Figure 1. Cell outlines without signal wires.
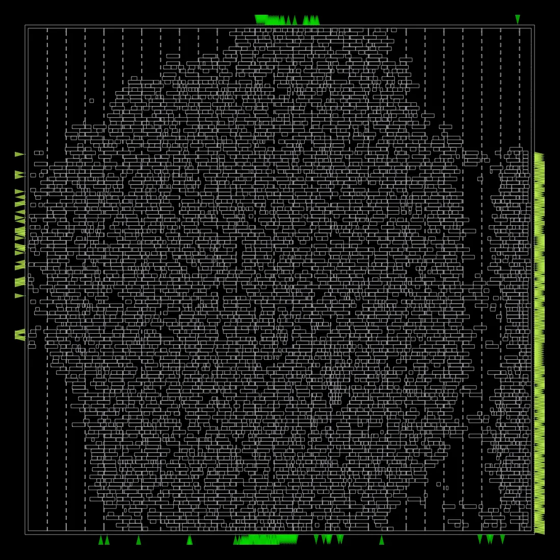
Figure 2. Pin placement.
(1 px per um) Pins as bars across the die edge, other pins in gray.
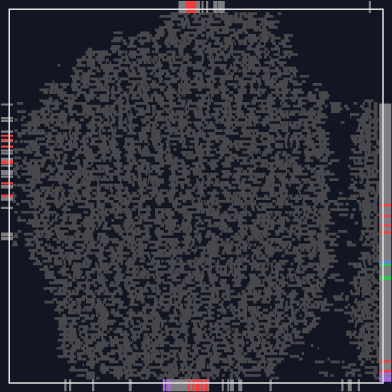
Figure 3. Layout detail.
Region (166, 166) to (206, 206) um. Cells in gray, sequential cells in the stronger gray; small squares are vias.
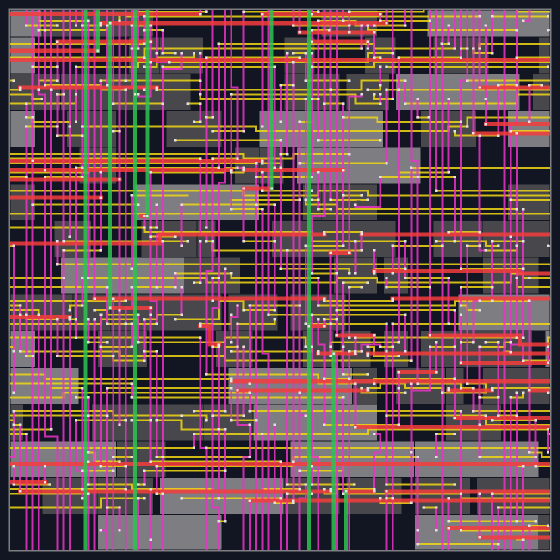
--- src/rtl/riscv_pkg.sv ---
// ---------------------------------------------------------------------------
// riscv_pkg
// Shared RV32I definitions for the pipeline stages. It holds the opcode
// constants, the ALUControl encodings, the immediate-source enum and the
// packed control and ID/EX records. It also holds the immediate sign-extend
// helper.
// ---------------------------------------------------------------------------
package riscv_pkg;

  localparam int XLEN  = 32;
  localparam int NREGS = 32;

  localparam logic [6:0] OP_LW  = 7'b0000011;
  localparam logic [6:0] OP_SW  = 7'b0100011;
  localparam logic [6:0] OP_R   = 7'b0110011;
  localparam logic [6:0] OP_I   = 7'b0010011;
  localparam logic [6:0] OP_BEQ = 7'b1100011;

  typedef enum logic [2:0] {
    ALU_ADD = 3'b000,
    ALU_SUB = 3'b001,
    ALU_AND = 3'b010,
    ALU_OR  = 3'b011,
    ALU_SLT = 3'b101
  } alu_ctrl_e;

  typedef enum logic [1:0] {
    IMM_I,
    IMM_S,
    IMM_B,
    IMM_NONE
  } imm_src_e;

  typedef struct packed {
    logic      reg_write;
    logic      result_src;
    logic      mem_write;
    logic      branch;
    logic      alu_src;
    alu_ctrl_e alu_control;
  } ctrl_t;

  typedef struct packed {
    ctrl_t             ctrl;
    logic [XLEN-1:0]   rd1;
    logic [XLEN-1:0]   rd2;
    logic [XLEN-1:0]   imm_ext;
    logic [XLEN-1:0]   pc;
    logic [XLEN-1:0]   pc_plus4;
    logic [4:0]        rd;
    logic [4:0]        rs1;
    logic [4:0]        rs2;
  } idex_t;

  // Only bits [31:7] of an instruction carry immediate data.
  function automatic logic [XLEN-1:0] imm_extend(input logic [31:7] instr,
                                                  input imm_src_e   src);
    logic [XLEN-1:0] imm;
    case (src)
      IMM_I:   imm = {{20{instr[31]}}, instr[31:20]};
      IMM_S:   imm = {{20{instr[31]}}, instr[31:25], instr[11:7]};
      IMM_B:   imm = {{20{instr[31]}}, instr[7], instr[30:25], instr[11:8], 1'b0};
      default: imm = '0;
    endcase
    return imm;
  endfunction

endpackage

--- src/rtl/register_file.sv ---
// ---------------------------------------------------------------------------
// register_file
// This is a 32 x 32 register file with two combinational read ports and one
// write port. The write port is driven from writeback. Register x0 is
// hard-wired to zero. A write in flight is bypassed to a matching read port
// in the same cycle.
//   clk, rst  : clock and asynchronous active-high reset (clears all entries)
//   A1, A2    : read indices          RD1, RD2 : read data (post-bypass)
//   A3        : write index           WD3      : write data
//   WE3       : write enable (ignored when A3 == 0)
// ---------------------------------------------------------------------------
module register_file
  import riscv_pkg::*;
(
  input  logic            clk,
  input  logic            rst,
  input  logic [4:0]      A1,
  input  logic [4:0]      A2,
  input  logic [4:0]      A3,
  input  logic            WE3,
  input  logic [XLEN-1:0] WD3,
  output logic [XLEN-1:0] RD1,
  output logic [XLEN-1:0] RD2
);

  logic [XLEN-1:0] regs_q [NREGS];

  // NOTE: the array is reset, because the pipeline must observe all-zero
  // registers right after rst. That rules out a plain RAM macro here.
  // NOTE: sequential state uses non-blocking assignments only.
  always_ff @(posedge clk or posedge rst) begin
    if (rst) begin
      for (int i = 0; i < NREGS; i++) regs_q[i] <= '0;
    end else if (WE3 && (A3 != 5'd0)) begin
      regs_q[A3] <= WD3;
    end
  end

  // The x0 test comes first, so a bypass match on x0 still reads zero.
  always_comb begin
    if (A1 == 5'd0)                RD1 = '0;
    else if (WE3 && (A3 == A1))    RD1 = WD3;
    else                           RD1 = regs_q[A1];

    if (A2 == 5'd0)                RD2 = '0;
    else if (WE3 && (A3 == A2))    RD2 = WD3;
    else                           RD2 = regs_q[A2];
  end

endmodule

--- src/rtl/decode_cycle.sv ---
// ---------------------------------------------------------------------------
// decode_cycle
// This is the RV32I instruction-decode stage. It decodes control, reads the
// register file and sign-extends the immediate. All of this is registered
// into the ID/EX pipeline register. FlushE turns the next ID/EX contents
// into a bubble.
//   InstrD, PCD, PCPlus4D        : from IF/ID
//   RegWriteW, RDW, ResultW      : writeback write port
//   FlushE                       : load a NOP bubble into ID/EX
//   RS1D, RS2D                   : combinational source indices (hazard unit)
//   RegWriteE .. ALUControlE     : registered control
//   RD1E, RD2E, ImmExtE, PCE,
//   PCPlus4E, RDE, RS1E, RS2E    : registered data and indices
// ---------------------------------------------------------------------------
module decode_cycle
  import riscv_pkg::*;
(
  input  logic            clk,
  input  logic            rst,
  input  logic [XLEN-1:0] InstrD,
  input  logic [XLEN-1:0] PCD,
  input  logic [XLEN-1:0] PCPlus4D,
  input  logic            RegWriteW,
  input  logic [4:0]      RDW,
  input  logic [XLEN-1:0] ResultW,
  input  logic            FlushE,
  output logic [4:0]      RS1D,
  output logic [4:0]      RS2D,
  output logic            RegWriteE,
  output logic            ResultSrcE,
  output logic            MemWriteE,
  output logic            BranchE,
  output logic            ALUSrcE,
  output logic [2:0]      ALUControlE,
  output logic [XLEN-1:0] RD1E,
  output logic [XLEN-1:0] RD2E,
  output logic [XLEN-1:0] ImmExtE,
  output logic [XLEN-1:0] PCE,
  output logic [XLEN-1:0] PCPlus4E,
  output logic [4:0]      RDE,
  output logic [4:0]      RS1E,
  output logic [4:0]      RS2E
);

  logic [6:0]      opcode;
  logic [2:0]      funct3;
  alu_ctrl_e       alu_rt;
  ctrl_t           ctrl_d;
  imm_src_e        imm_src;
  logic [XLEN-1:0] rd1, rd2;
  idex_t           idex_d, idex_q;

  assign opcode = InstrD[6:0];
  assign funct3 = InstrD[14:12];
  assign RS1D   = InstrD[19:15];
  assign RS2D   = InstrD[24:20];

  // NOTE: every signal gets a default before the case, so no latch is inferred.
  always_comb begin
    alu_rt  = ALU_ADD;
    ctrl_d  = '0;
    imm_src = IMM_NONE;

    // R-type and I-ALU share the funct3 map. Only R-type uses funct7[5] for sub.
    case (funct3)
      3'b000:  alu_rt = (opcode == OP_R && InstrD[30]) ? ALU_SUB : ALU_ADD;
      3'b010:  alu_rt = ALU_SLT;
      3'b110:  alu_rt = ALU_OR;
      3'b111:  alu_rt = ALU_AND;
      default: alu_rt = ALU_ADD;
    endcase

    case (opcode)
      OP_LW: begin
        ctrl_d  = '{reg_write: 1'b1, result_src: 1'b1, mem_write: 1'b0,
                    branch: 1'b0, alu_src: 1'b1, alu_control: ALU_ADD};
        imm_src = IMM_I;
      end
      OP_SW: begin
        ctrl_d  = '{reg_write: 1'b0, result_src: 1'b0, mem_write: 1'b1,
                    branch: 1'b0, alu_src: 1'b1, alu_control: ALU_ADD};
        imm_src = IMM_S;
      end
      OP_R: begin
        ctrl_d  = '{reg_write: 1'b1, result_src: 1'b0, mem_write: 1'b0,
                    branch: 1'b0, alu_src: 1'b0, alu_control: alu_rt};
        imm_src = IMM_NONE;
      end
      OP_I: begin
        ctrl_d  = '{reg_write: 1'b1, result_src: 1'b0, mem_write: 1'b0,
                    branch: 1'b0, alu_src: 1'b1, alu_control: alu_rt};
        imm_src = IMM_I;
      end
      OP_BEQ: begin
        ctrl_d  = '{reg_write: 1'b0, result_src: 1'b0, mem_write: 1'b0,
                    branch: 1'b1, alu_src: 1'b0, alu_control: ALU_SUB};
        imm_src = IMM_B;
      end
      default: begin
        ctrl_d  = '0;
        imm_src = IMM_NONE;
      end
    endcase
  end

  register_file u_register_file (
    .clk (clk),
    .rst (rst),
    .A1  (RS1D),
    .A2  (RS2D),
    .A3  (RDW),
    .WE3 (RegWriteW),
    .WD3 (ResultW),
    .RD1 (rd1),
    .RD2 (rd2)
  );

  assign idex_d = '{ctrl:     ctrl_d,
                    rd1:      rd1,
                    rd2:      rd2,
                    imm_ext:  imm_extend(InstrD[31:7], imm_src),
                    pc:       PCD,
                    pc_plus4: PCPlus4D,
                    rd:       InstrD[11:7],
                    rs1:      InstrD[19:15],
                    rs2:      InstrD[24:20]};

  // Flush has priority over a valid instruction. Register-file writes are
  // unaffected by it.
  always_ff @(posedge clk or posedge rst) begin
    if (rst)         idex_q <= '0;
    else if (FlushE) idex_q <= '0;
    else             idex_q <= idex_d;
  end

  assign RegWriteE   = idex_q.ctrl.reg_write;
  assign ResultSrcE  = idex_q.ctrl.result_src;
  assign MemWriteE   = idex_q.ctrl.mem_write;
  assign BranchE     = idex_q.ctrl.branch;
  assign ALUSrcE     = idex_q.ctrl.alu_src;
  assign ALUControlE = idex_q.ctrl.alu_control;
  assign RD1E        = idex_q.rd1;
  assign RD2E        = idex_q.rd2;
  assign ImmExtE     = idex_q.imm_ext;
  assign PCE         = idex_q.pc;
  assign PCPlus4E    = idex_q.pc_plus4;
  assign RDE         = idex_q.rd;
  assign RS1E        = idex_q.rs1;
  assign RS2E        = idex_q.rs2;

endmodule

--- config.mk ---
export PLATFORM = sky130hd
export DESIGN_NAME = decode_cycle
export DESIGN_NICKNAME = d
export VERILOG_FILES = /design/src/rtl/riscv_pkg.sv /design/src/rtl/register_file.sv /design/src/rtl/decode_cycle.sv
export SDC_FILE = /design/constraint.sdc
export NUM_CORES = 2
export LEC_CHECK = 0
export ABC_AREA = 0
export CORE_MARGIN = 2
export CORE_UTILIZATION = 45
export DETAILED_ROUTE_END_ITERATION = 16
export PLACE_DENSITY = 0.65
export SYNTH_ARGS = -nofsm -noshare
export SYNTH_HDL_FRONTEND = slang
export SYNTH_SLANG_ARGS = --single-unit
--- constraint.sdc ---
create_clock -name clk -period 90.1 [get_ports clk]
set_input_delay 22.525 -clock clk [delete_from_list [all_inputs] [get_ports clk]]
set_output_delay 22.525 -clock clk [all_outputs]
set_load 0.02 [all_outputs]
==> impl_metrics.toml <==
# synthesis and place-and-route metrics
[final_layout]
logic_area_um2 = 28900
clkbuf_count = 208
sh_comb_area_pct = 41.5
n_all_inverters = 4
buffer_area_share_pct = 6.14
design_area_um2 = 69600
area_delta_synth_final_pct = 14.0
flop_area_um2 = 29700
largest_reg_flops = 1024
instances_no_fill = 6284
ff_count = 1188

[die]
core_area_um2 = 135000
pin_count = 330
die_area_um2 = 139000
fp_util_pct = 45.2
num_tap_cells = 1781

[detailed_routing]
post_drt_wl_per_cell_um = 31.9
viasPerCell = 6.45
ant_nets = 0
met2_wirelength_um = 91800
route.met3.wl_um = 17600
highest_layer = "met5"

[setup_path]
r2r_slack_ns = 87.64
startpoint_type = "input pin"
r2r-end = "RD1E[7]$_DFF_PP0_"
path_class = "input pin to primary output"
cp_max_fo = 46
r2r_cells = 4
cp-startpoint = "InstrD[19]"
cp.depth = 2
crit_end = "RS1D[4]"
crit_chain = "buf_4 > clkdlybuf4s50_1"
slowest_stage = "clkdlybuf4s50_1"
critical_path_buf_inv_count = 2
r2r_start = "u_register_file.regs_q[679]$_DFFE_PP0P_"

[clocking]
root_buffer = "clkbuf_16"
cts_setup_buffers = 0
cts_max_path_buffers = 3
hold_buffers = 0
numCtsBuffers = 137
cts_resized = 0

[timing]
setup_viol = 0
period_used_pct = 51.5
fmax_mhz = 21.6
slew_viol_final = 0
rsz0062_at_grt = "false"

[run]
maxCapViolCount = 0

[run_status]
status = "finished clean"

[grt]
met1_usage_pct = 39.9
antenna_found_initial = 14
grt_pass1_wl_um = 290000

[synthesis]
simple_gate_area_share_pct = 2.77
ys_warn_count = 0
ys_sh_xor_pct = 0.144
top_cell_area_share_pct = 48.7
topCellsByArea = "dfrtp_1 (49%), mux2_2 (19%), mux4_2 (11%), mux2i_1 (6.3%), clkbuf_1 (1.5%)"
ys_types = 57
synthArstFlopShare_pct = 100
ys_seq_elements = 1188
syn_avg_cell_area_um2 = 14.2
netlist_instances = 4306
muxShareOfSynthArea_pct = 38.1
yosys.cell_count.top_type = "dfrtp_1"
ys_area_um2 = 61000

[pwr]
p_leak_nw = 30.3
finalPower_mw = 1.54
p_comb_share_pct = 19.1
peakVddDrop_v = 0.0000146
pg_comb_mw = 0.293
powerClk_mw = 0.553
power-top-group = "registers"
p_int_mw = 1.11
power_density_nw_per_um2 = 22.1

[placed_design]
place_area_um2 = 65100

[worst_hold_path]
min_to = "u_register_file.regs_q[1019]$_DFFE_PP0P_"
hold_start = "u_register_file.regs_q[1019]$_DFFE_PP0P_"
Notes on Figure 1 above:
tally of filler cells in the layout: 11440
row count: 135

Notes on Figure 2 above:
[RD2E] red | pins: 32 | direction: output | edge: 10 north, 9 south, 7 west, 6 east
[ALUControlE] green | pins: 3 | direction: output | edge: east
[RDW] purple | pins: 5 | direction: input | edge: 3 east, 2 south
[ALUSrcE] blue | pins: 1 | direction: output | edge: east
port buffer count: 329
Die Span Y: 372 um
chip width: 372 um

Notes on Figure 3 above:
[M1] yellow
[M2] magenta
[M4] green
[M3] red
cells with their middle in the window: 71
netlist names of flops here include: u_register_file.regs_q (16)
sequential cells in the window: 16
most frequent: mux2_2 (17), dfrtp_1 (16), mux2i_1 (8)

Power figures rest on the tool's default switching activity, not on a simulated workload.
